==> config.mk <==
export PLATFORM = sky130hd
export DESIGN_NAME = ds_interpolator
export DESIGN_NICKNAME = d
export VERILOG_FILES = /design/src/rtl/ds_interpolator.sv
export SDC_FILE = /design/constraint.sdc
export NUM_CORES = 1
export LEC_CHECK = 0
export ABC_AREA = 1
export CORE_MARGIN = 2
export CORE_UTILIZATION = 45
export CTS_CLUSTER_SIZE = 16
export DETAILED_ROUTE_END_ITERATION = 7
export GPL_TIMING_DRIVEN = 0
export PLACE_DENSITY = 0.72
export SLEW_MARGIN = 20
export SYNTH_ARGS = -nofsm -noshare
export SYNTH_HDL_FRONTEND = slang
export SYNTH_SLANG_ARGS = --single-unit
==> constraint.sdc <==
create_clock -name clk -period 4.3 [get_ports clk]
set_input_delay 0.86 -clock clk [delete_from_list [all_inputs] [get_ports clk]]
set_output_delay 0.86 -clock clk [all_outputs]
set_load 0.1 [all_outputs]
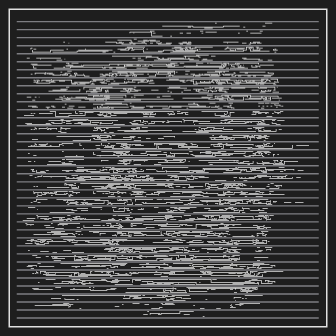
*Met1 routing*
Supply wires on this layer in gray.
The layer holds 46% of the routed length. The longest straight run is 34.3 µm. The layer carries 5680 µm of wire. 780 nets have wire on it.
Via Count: 4683
Routed WL: 12300 µm

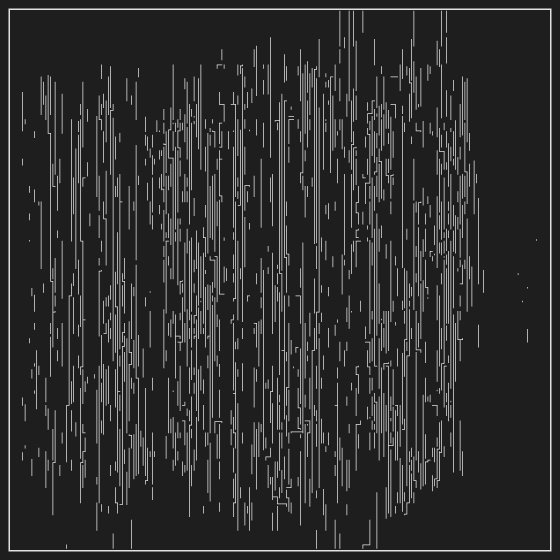
*Signal wires on met2*
641 nets have wire on it. The layer carries 5780 µm of wire. The wires run mostly vertical.
routing usage on met2: 0.386

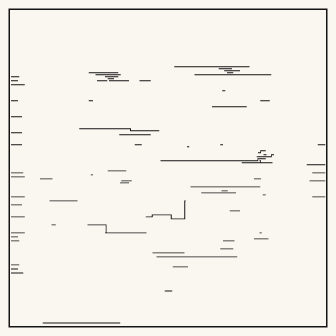
*Met3 routing*
The wires run mostly horizontal. 61 nets have wire on it.
met3 GRT Util: 0.0278

==> GITHUB_STEP_SUMMARY <==
### Yosys + OpenROAD results

| Metric | Value |
|---|---|
| Outcome | finished, final reports clean |
| Place WS | 0.548 ns |
| CTS tree | built |
| Final instance area | 0.00556 mm² |
| Yosys Chip Area | 0.00480 mm² |
| Commonest Layout Cell | nand2_1 |
| Top cells, area | dfxtp_1, nand2_1, ha_1, a21oi_1, nand3_1 |
| Worst relative slew slack | 0.349 |
| Final Power | 0.00157 W |
| Most frequent cells after synthesis | nand2_1, a21oi_1, inv_1 |
| Buf/Inv on CP | 3 |
| Inverters, non-clock | 81 |
| Most frequent cells in the layout | nand2_1, a21oi_1, inv_1 |
| Signal buffers share of area | 0.107 |
| Area leader, netlist | dfxtp_1 |
| Setup crit start kind | input port |
| Non-clk bufs | 74 |
| Root buf cell | clkbuf_8 |
| Clk pwr share | 0.375 |
| Synth Instances | 725 |
| Tmin final | 3.73 ns |
| Initial antenna violation count | 0 |
| IO buf count | 37 |
| R2R depth | 13 |
| Logic share of the area | 0.499 |
| Max-cap viol count | 0 |
| Kind of end point of the critical path | output port |
| R2r setup slk | 2.18 ns |
| Top class by area | multi-input combinational cells |
| Syn_nets | 783 |
| Iter 0 DRT Violations | 194 |
| Slew Viols, Final | 0 |
| Slew @ Worst Pin | 0.973 ns |
| Die Y-Extent | 107 µm |
| Final hold viol count | 0 |
| Crit-path cells | clkdlybuf4s50_1 > buf_2 > nor2_1 > clkdlybuf4s50_1 |
| Worst Skew | 0.0172 ns |
| RSZ-0062 raised after global routing | no |
| Crit-path slowest cell | clkdlybuf4s50_1 |
| Post-DP Area | 0.00534 mm² |
| Rows | 37 |
| Combinational gates | 532 |
| CTS hold repair buffers | 0 |
| Distinct cell type count after synthesis | 36 |
| Avg WL per Cell | 13.4 µm |
| Flop area | 0.00150 mm² |
| Top power group | registers |
| FFs w/ async S/R, synth | 0 |
| Yosys warns | 0 |
| Fillers | 1024 |
| Largest register FFs | 20 |
| # DRC | 0 |
| CP Max Fanout | 10 |
| Comb pwr | 0.000258 W |
| Fin cells | 913 |
| Hold crit path type | reg2reg |
| PD cells | 283 mW/mm² |
| Remaining Overflow, GRT | 0 |
| Ys flop type | dfxtp_1 |
| Gr usage total | 0.229 |
| Worst path depth | 4 |
| Net Switching | 0.000429 W |
| Area share, top type | 0.313 |
| Clock Power | 0.000590 W |
| Io pins | 38 |
| Layout Utilization | 0.538 |
| Final setup vio count | 0 |
| Area Growth Syn to Fin | 15.7% |
| Leakage | 2.70 nW |
-- worst reg2reg max path, stage by stage (launching register included) --
cell	delay [ns]
dfxtp_1	0.41
ha_1	0.17
inv_1	0.06
fa_1	0.37
nand2_1	0.10
nand2_1	0.06
o21ai_1	0.19
nor2_1	0.07
nor2_1	0.14
inv_1	0.10
nand2_1	0.09
nand2_1	0.07
nor2_1	0.11
o21ai_1	0.08
-- routing by layer --
metal,wire [µm],up-vias,GRT usage
li1,-,2450,-
met3,490,21,0.0278
met4,300,0,0.0937
met2,5780,113,0.386
met5,0,-,0
met1,5680,2099,0.297
-- cells by family after synthesis --
family,share of synthesized area
AOI/OAI and AO/OA,0.166
xor gates and xnor gates,0.0146
adders and majority gates,0.102
buffers and inverters,0.110
DFF,0.313
and+or+nand+nor,0.294
No activity file was given, so power comes from the tool's default toggle rates.
